**src/rtl/spi_slave_pkg.sv**
```systemverilog
`default_nettype none
// ============================================================================
//  Module      : spi_slave_pkg
//  Description : Shared types, header field constants and SPI mode helper
//                for the clk-synchronous SPI slave to CSR bridge.
//  Revision    : 1.0 - initial release
// ============================================================================
package spi_slave_pkg;

   // Transaction state: waiting for select, receiving header, moving data
   typedef enum logic [1:0] {
      IDLE = 2'd0,
      HDR  = 2'd1,
      DATA = 2'd2
   } state_t;

   // Header byte layout: bit 7 is the write flag, low bits carry the address
   localparam int C_HDR_W_BIT = 7;
   localparam int C_HDR_LEN   = 8;

   // Modes 0 and 3 sample on the rising sck edge, modes 1 and 2 on falling
   function automatic logic sample_on_rise(input logic cpol, input logic cpha);
      return cpol ~^ cpha;
   endfunction

endpackage
`default_nettype wire

```
**src/rtl/spi_in_sync.sv**
```systemverilog
`default_nettype none
// ============================================================================
//  Module      : spi_in_sync
//  Description : Multi-flop synchroniser for an asynchronous pin plus an edge
//                detector. rise = toggle & level, fall = toggle & ~level.
//  Revision    : 1.0 - initial release
// ============================================================================
module spi_in_sync #(
   parameter int SYNC_STAGES = 2,
   parameter bit RESET_VALUE = 1'b0
) (
   input  logic clk,
   input  logic reset_n,
   input  logic async_in,
   output logic level,
   output logic toggle
);

   logic [SYNC_STAGES-1:0] r_sync;
   logic                   r_level_d;

   // Shift the pin through the synchroniser and keep the previous level
   always_ff @(posedge clk or negedge reset_n) begin
      if (!reset_n) begin
         r_sync    <= {SYNC_STAGES{RESET_VALUE}};
         r_level_d <= RESET_VALUE;
      end else begin
         r_sync    <= {r_sync[SYNC_STAGES-2:0], async_in};
         r_level_d <= r_sync[SYNC_STAGES-1];
      end
   end

   assign level  = r_sync[SYNC_STAGES-1];
   assign toggle = r_sync[SYNC_STAGES-1] ^ r_level_d;

endmodule
`default_nettype wire

```
**src/rtl/spi_slave_sync.sv**
```systemverilog
`default_nettype none
// ============================================================================
//  Module      : spi_slave_sync
//  Description : SPI slave to CSR bus bridge, oversampled in clk. An 8-bit
//                header (W flag + start address) is followed by a burst of
//                D_WIDTH-bit words, written to or read from consecutive CSRs.
//  Revision    : 1.0 - initial release
// ============================================================================
module spi_slave_sync
   import spi_slave_pkg::*;
#(
   parameter int A_WIDTH     = 5,
   parameter int D_WIDTH     = 8,
   parameter bit CPOL        = 1'b0,
   parameter bit CPHA        = 1'b0,
   parameter bit AUTO_INC    = 1'b1,
   parameter int SYNC_STAGES = 2
) (
   input  logic               clk,
   input  logic               reset_n,
   output logic               chip_select,
   output logic [A_WIDTH-1:0] csr_address,
   output logic               csr_read,
   input  logic [D_WIDTH-1:0] csr_readdata,
   output logic               csr_write,
   output logic [D_WIDTH-1:0] csr_writedata,
   input  logic               sck,
   input  logic               nss,
   input  logic               sdi,
   output logic               sdo,
   output logic               sdo_en
);

   localparam int                 C_CNT_W       = $clog2(D_WIDTH);
   localparam logic [C_CNT_W-1:0] C_HDR_LAST    = C_CNT_W'(C_HDR_LEN - 1);
   localparam logic [C_CNT_W-1:0] C_WORD_LAST   = C_CNT_W'(D_WIDTH - 1);
   localparam bit                 C_SAMPLE_RISE = sample_on_rise(CPOL, CPHA);

   logic                   w_sck_s;
   logic                   w_sck_toggle;
   logic                   w_nss_s;
   logic                   w_nss_toggle;
   logic                   w_sdi_s;
   logic                   w_sample;
   logic                   w_shift;
   logic                   w_nss_rise;
   logic                   w_nss_fall;
   logic [D_WIDTH-1:0]     w_word;

   logic [SYNC_STAGES-1:0] r_sdi_sync;
   state_t                 r_state;
   logic [C_CNT_W-1:0]     r_bit_cnt;
   logic [D_WIDTH-2:0]     r_rx_sr;
   logic [D_WIDTH-1:0]     r_tx_sr;
   logic [D_WIDTH-1:0]     r_tx_buf;
   logic                   r_rd_pend;
   logic                   r_is_write;

   // sck idles at CPOL so leaving reset never fakes an edge
   spi_in_sync #(
      .SYNC_STAGES (SYNC_STAGES),
      .RESET_VALUE (CPOL)
   ) u_sck_sync (
      .clk      (clk),
      .reset_n  (reset_n),
      .async_in (sck),
      .level    (w_sck_s),
      .toggle   (w_sck_toggle)
   );

   // nss resets to the deselected level so chip_select starts low
   spi_in_sync #(
      .SYNC_STAGES (SYNC_STAGES),
      .RESET_VALUE (1'b1)
   ) u_nss_sync (
      .clk      (clk),
      .reset_n  (reset_n),
      .async_in (nss),
      .level    (w_nss_s),
      .toggle   (w_nss_toggle)
   );

   // sdi uses the same depth as sck so data and clock stay aligned
   always_ff @(posedge clk or negedge reset_n) begin
      if (!reset_n) begin
         r_sdi_sync <= '0;
      end else begin
         r_sdi_sync <= {r_sdi_sync[SYNC_STAGES-2:0], sdi};
      end
   end

   assign w_sdi_s     = r_sdi_sync[SYNC_STAGES-1];
   assign w_sample    = w_sck_toggle & (w_sck_s == C_SAMPLE_RISE);
   assign w_shift     = w_sck_toggle & (w_sck_s != C_SAMPLE_RISE);
   assign w_nss_rise  = w_nss_toggle &  w_nss_s;
   assign w_nss_fall  = w_nss_toggle & ~w_nss_s;
   assign w_word      = {r_rx_sr, w_sdi_s};
   assign chip_select = ~w_nss_s;
   assign sdo         = r_tx_sr[D_WIDTH-1];

   // Transaction FSM: header decode, word framing, CSR strobes and MISO shifter
   always_ff @(posedge clk or negedge reset_n) begin
      if (!reset_n) begin
         r_state       <= IDLE;
         r_bit_cnt     <= '0;
         r_rx_sr       <= '0;
         r_tx_sr       <= '0;
         r_tx_buf      <= '0;
         r_rd_pend     <= 1'b0;
         r_is_write    <= 1'b0;
         csr_address   <= '0;
         csr_read      <= 1'b0;
         csr_write     <= 1'b0;
         csr_writedata <= '0;
         sdo_en        <= 1'b0;
      end else begin
         // Strobes are single-cycle unless re-armed below
         csr_read  <= 1'b0;
         csr_write <= 1'b0;

         // Read data arrives the clk after the strobe
         r_rd_pend <= csr_read;
         if (r_rd_pend) begin
            r_tx_buf <= csr_readdata;
         end

         // Writes advance the address once the strobe has been seen
         if (csr_write && AUTO_INC) begin
            csr_address <= csr_address + A_WIDTH'(1);
         end

         if (w_nss_rise) begin
            // Deselect aborts whatever is in flight; partial words are dropped
            r_state     <= IDLE;
            r_bit_cnt   <= '0;
            r_is_write  <= 1'b0;
            r_tx_sr     <= '0;
            csr_address <= '0;
            sdo_en      <= 1'b0;
         end else begin
            case (r_state)
               IDLE: begin
                  if (w_nss_fall) begin
                     r_state   <= HDR;
                     r_bit_cnt <= '0;
                  end
               end

               HDR: begin
                  if (w_sample) begin
                     r_rx_sr <= w_word[D_WIDTH-2:0];
                     if (r_bit_cnt == C_HDR_LAST) begin
                        r_bit_cnt   <= '0;
                        r_state     <= DATA;
                        r_is_write  <= w_word[C_HDR_W_BIT];
                        csr_address <= w_word[A_WIDTH-1:0];
                        // A read burst fetches its first word straight away
                        csr_read    <= ~w_word[C_HDR_W_BIT];
                        sdo_en      <= ~w_word[C_HDR_W_BIT];
                     end else begin
                        r_bit_cnt <= r_bit_cnt + C_CNT_W'(1);
                     end
                  end
               end

               DATA: begin
                  // The shift edge that opens a word presents the fetched data
                  if (w_shift) begin
                     if (r_bit_cnt == '0) begin
                        r_tx_sr <= r_tx_buf;
                     end else begin
                        r_tx_sr <= {r_tx_sr[D_WIDTH-2:0], 1'b0};
                     end
                  end
                  if (w_sample) begin
                     r_rx_sr <= w_word[D_WIDTH-2:0];
                     if (r_bit_cnt == C_WORD_LAST) begin
                        r_bit_cnt <= '0;
                        if (r_is_write) begin
                           csr_writedata <= w_word;
                           csr_write     <= 1'b1;
                        end else begin
                           // Prefetch the next word at the advanced address
                           csr_read <= 1'b1;
                           if (AUTO_INC) begin
                              csr_address <= csr_address + A_WIDTH'(1);
                           end
                        end
                     end else begin
                        r_bit_cnt <= r_bit_cnt + C_CNT_W'(1);
                     end
                  end
               end

               default: begin
                  r_state <= IDLE;
               end
            endcase
         end
      end
   end

endmodule
`default_nettype wire

```
**config.mk**
```make
export PLATFORM = sky130hd
export DESIGN_NAME = spi_slave_sync
export DESIGN_NICKNAME = d
export VERILOG_FILES = /design/src/rtl/spi_slave_pkg.sv /design/src/rtl/spi_in_sync.sv /design/src/rtl/spi_slave_sync.sv
export SDC_FILE = /design/constraint.sdc
export NUM_CORES = 1
export LEC_CHECK = 0
export CORE_MARGIN = 2
export CORE_UTILIZATION = 45
export CTS_CLUSTER_DIAMETER = 50
export DETAILED_ROUTE_END_ITERATION = 7
export PLACE_DENSITY = 0.64
export SLEW_MARGIN = 5
export SYNTH_ARGS = -nofsm -noshare
export SYNTH_HDL_FRONTEND = slang
export SYNTH_SLANG_ARGS = --single-unit
export TNS_END_PERCENT = 5
```
**constraint.sdc**
```tcl
create_clock -name clk -period 4.7 [get_ports clk]
set_clock_uncertainty 0.1 [all_clocks]
set_input_delay 0.94 -clock clk [delete_from_list [all_inputs] [get_ports clk]]
set_output_delay 0.94 -clock clk [all_outputs]
set_load 0.01 [all_outputs]
```
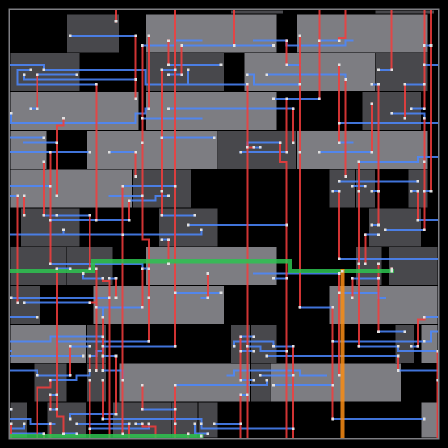
*Close-up of the layout*
Window x 25 to 55, y 41 to 71 um. Cells in gray, sequential cells in the stronger gray; small squares are vias.
green -> metal 3
orange -> metal 4
blue -> metal 1
red -> metal 2
cells with their middle in the window = 43
netlist names of flops here include = csr_writedata (3), r_rx_sr (3), csr_address (2)
sequential cells in the window = 14
most frequent = dfrtp_1 (14), nand2_1 (5)

==> impl_metrics.csv <==
group,metric,value,unit
power_and_ir_drop,max-vdd-ir-drop,0.1947,mV
sta,worstMarginPinSlew,0.8399,ns
logic_synthesis,synth.top_cells.by_area,"sky130_fd_sc_hd__dfrtp_1 50%, sky130_fd_sc_hd__mux2_4 5.3%, sky130_fd_sc_hd__mux2_1 3.9%",
min_path,min_to,"r_sdi_sync[1]",
detailed_routing,postRouteWirelength,4865,um
clock_network,cts_inserted_buffers,5,
sta,max_clock_freq,0.3849,GHz
floorplanning,die_area,0.006328,mm^2
layout,design_area,0.003009,mm^2
setup_path,setup.worst_path.class,"flop to output port",
power_and_ir_drop,net-switching-power,0.3615,mW
setup_path,cp_top_delay_family,"buffers and inverters",
setup_path,crit_cells,1,
min_path,holdPathStages,0,
clock_network,cts.root.buffer_cell,"sky130_fd_sc_hd__clkbuf_8",
layout,num-fill-cells,495,
power_and_ir_drop,p_clk,0.313,mW
min_path,hold_path.class,"flop to flop",
power_and_ir_drop,clk_network_pwr_share,27.1,%
layout,largest_registers,"csr_writedata (8), r_tx_buf (8), r_tx_sr (8)",
setup_path,timing.critical_path.from_type,"flop",
sta,timing.max_slew.rel_slack,43.89,%
sta,finalHoldViolCount,0,
detailed_routing,drt-initial-drc-count,60,
detailed_routing,route.met2.wl,2237,um
logic_synthesis,synth.largest_area_cell,"sky130_fd_sc_hd__dfrtp_1",
clock_network,tritoncts,"done",
logic_synthesis,synth.cellmix.adderShare,3.897,%
logic_synthesis,netlist_logic_family_top,"multiplexers",
layout,data_buffer_area_share,10.06,%
setup_path,path_max_fanout,13,
setup_path,timing.reg2reg.setup_slack,2.57,ns
layout,final_net_count,262,
clock_network,clock-sinks,54,
layout,seq-cell-share,45.03,%
detailed_routing,top_layer,"met4",
layout,nonClockBufferCount,31,
global_route,first_pass_grt_wire_length,8369,um
clock_network,max-clock-path-buffers,2,
layout,stdcell_count,314,
logic_synthesis,synth-compound-area-share,10.91,%
global_route,met1_usage,23.89,%
setup_path,cp.required,3.66,ns
sta,setup_viol,0,
floorplanning,floorplan.core_util,46.65,%
layout,design.seq.count,54,
place,routabilityCongestion,0.7750,
outcome,outcome,"finished, final reports clean",
sta,final.setup.tns,0,ns
setup_path,endpoint_kind,"output port",
logic_synthesis,post_synth_inst_count,212,
detailed_routing,pre_antenna_drt_iters,4,
power_and_ir_drop,powerComb,0.295,mW
clock_network,clk_pin_slew_worst_paths,0.09,ns
global_route,grt_max_degree,55,
place,place.port_buffers,30,
layout,layout_top_cells,"51 x sky130_fd_sc_hd__dfrtp_1, 29 x sky130_fd_sc_hd__clkdlybuf4s50_1, 19 x sky130_fd_sc_hd__nand2_1",
min_path,timing.hold.worst.start,"r_sdi_sync[0]",
global_route,antenna_violations_before_repair,0,
detailed_routing,wl_per_cell,15.49,um
power_and_ir_drop,total_leakage_power,1.386,nW
sta,final_min_period_over_clock_period,55.28,%
sta,rsz0062_at_grt,"no",
layout,area.combinational,0.001110,mm^2
layout,flip_flop_and_latch_area,0.001355,mm^2
logic_synthesis,ys_dominant_reg_cell,"sky130_fd_sc_hd__dfrtp_1",
run,maxCapViolCount,0,
global_route,grt_use_met2,26.39,%
global_route,grt_resource_usage_total,17.13,%
sta,final_period_minus_worst_setup_slack,2.598,ns
logic_synthesis,netlist_area,0.002569,mm^2
power_and_ir_drop,power_density,384.4,mW/mm^2
setup_path,crit_arrival,1.56,ns
clock_network,post_cts_setup_buffers,0,
logic_synthesis,synth.cellmix.simpleShare,11.11,%
layout,final_layout_top_logic_cell,"sky130_fd_sc_hd__dfrtp_1",
floorplanning,dieWidth,79.55,um
layout,layout.cells.largest_class,"flip-flops and latches",
logic_synthesis,postSynthSeqShare,52.75,%
logic_synthesis,synth-async-reset-ratio,100.0,%
logic_synthesis,synth.area.mux_share,16.61,%
layout,nMultiInputCombCells,139,
sta,final.setup.worst_slack,2.102,ns
logic_synthesis,yosys-stat-cells,212,
layout,drive_gt1_share,16.12,%
place,placement_stage_worst_setup_slack,2.448,ns
floorplanning,die_h,79.55,um
clock_network,post_cts.resized_instances,0,
clock_network,clock.latency.late_pin,0.31,ns
setup_path,timing.critical_path.from,"csr_write",
layout,clock_buffers,5,
power_and_ir_drop,powerSeq,0.548,mW
setup_path,timing.critical_path.slowest_cell_delay,0.63,ns
clock_network,number_of_h_tree_levels,2,
global_route,grt_pass1_vias,1727,
layout,flow.area_growth_from_synthesis,17.15,%
detailed_routing,dr_total_vias,1689,
place,cell_area_placed,0.002895,mm^2
logic_synthesis,yosysUniqueCellTypes,53,
floorplanning,floorplan.core_area,0.005507,mm^2
setup_path,crit_chain,"clkdlybuf4s50_1",
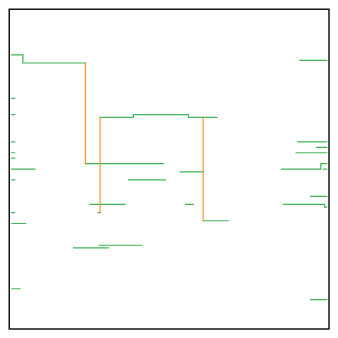
*Metal layers overlaid*
(4 px per um) Two of the layers only.
orange -> metal 4  # wire length 74.8 um
green -> metal 3  # wire length 195 um

## cell families (layout without fill, tap and decap cells)
kind of cell             count (synthesis)  count (layout)
AND-OR/OR-AND                           41              41
XOR/XNOR                                 2               2
adder cells (fa/ha/maj)                  8               8
buffers and inverters                   19              49
flip-flops                              54              54
multiplexers                            36              36
AND/OR/NAND/NOR                         52              52
## synth_stat cells (all sizes together) (2+ instances only)
| cell type | count |
|---|---|
| o22ai | 3 |
| nor3b | 2 |
| mux2 | 26 |
| mux2i | 10 |
| ha | 8 |
| a21oi | 8 |
| dfstp | 3 |
| o31ai | 2 |
| nand3 | 4 |
| a22o | 2 |
| o21a | 2 |
| nand2 | 19 |
| inv | 10 |
| nor2b | 4 |
| and3 | 2 |
| dfrtp | 51 |
| o21ai | 12 |
| nor2 | 11 |
| a31oi | 2 |
| buf | 8 |
Power figures rest on the tool's default switching activity, not on a simulated workload.
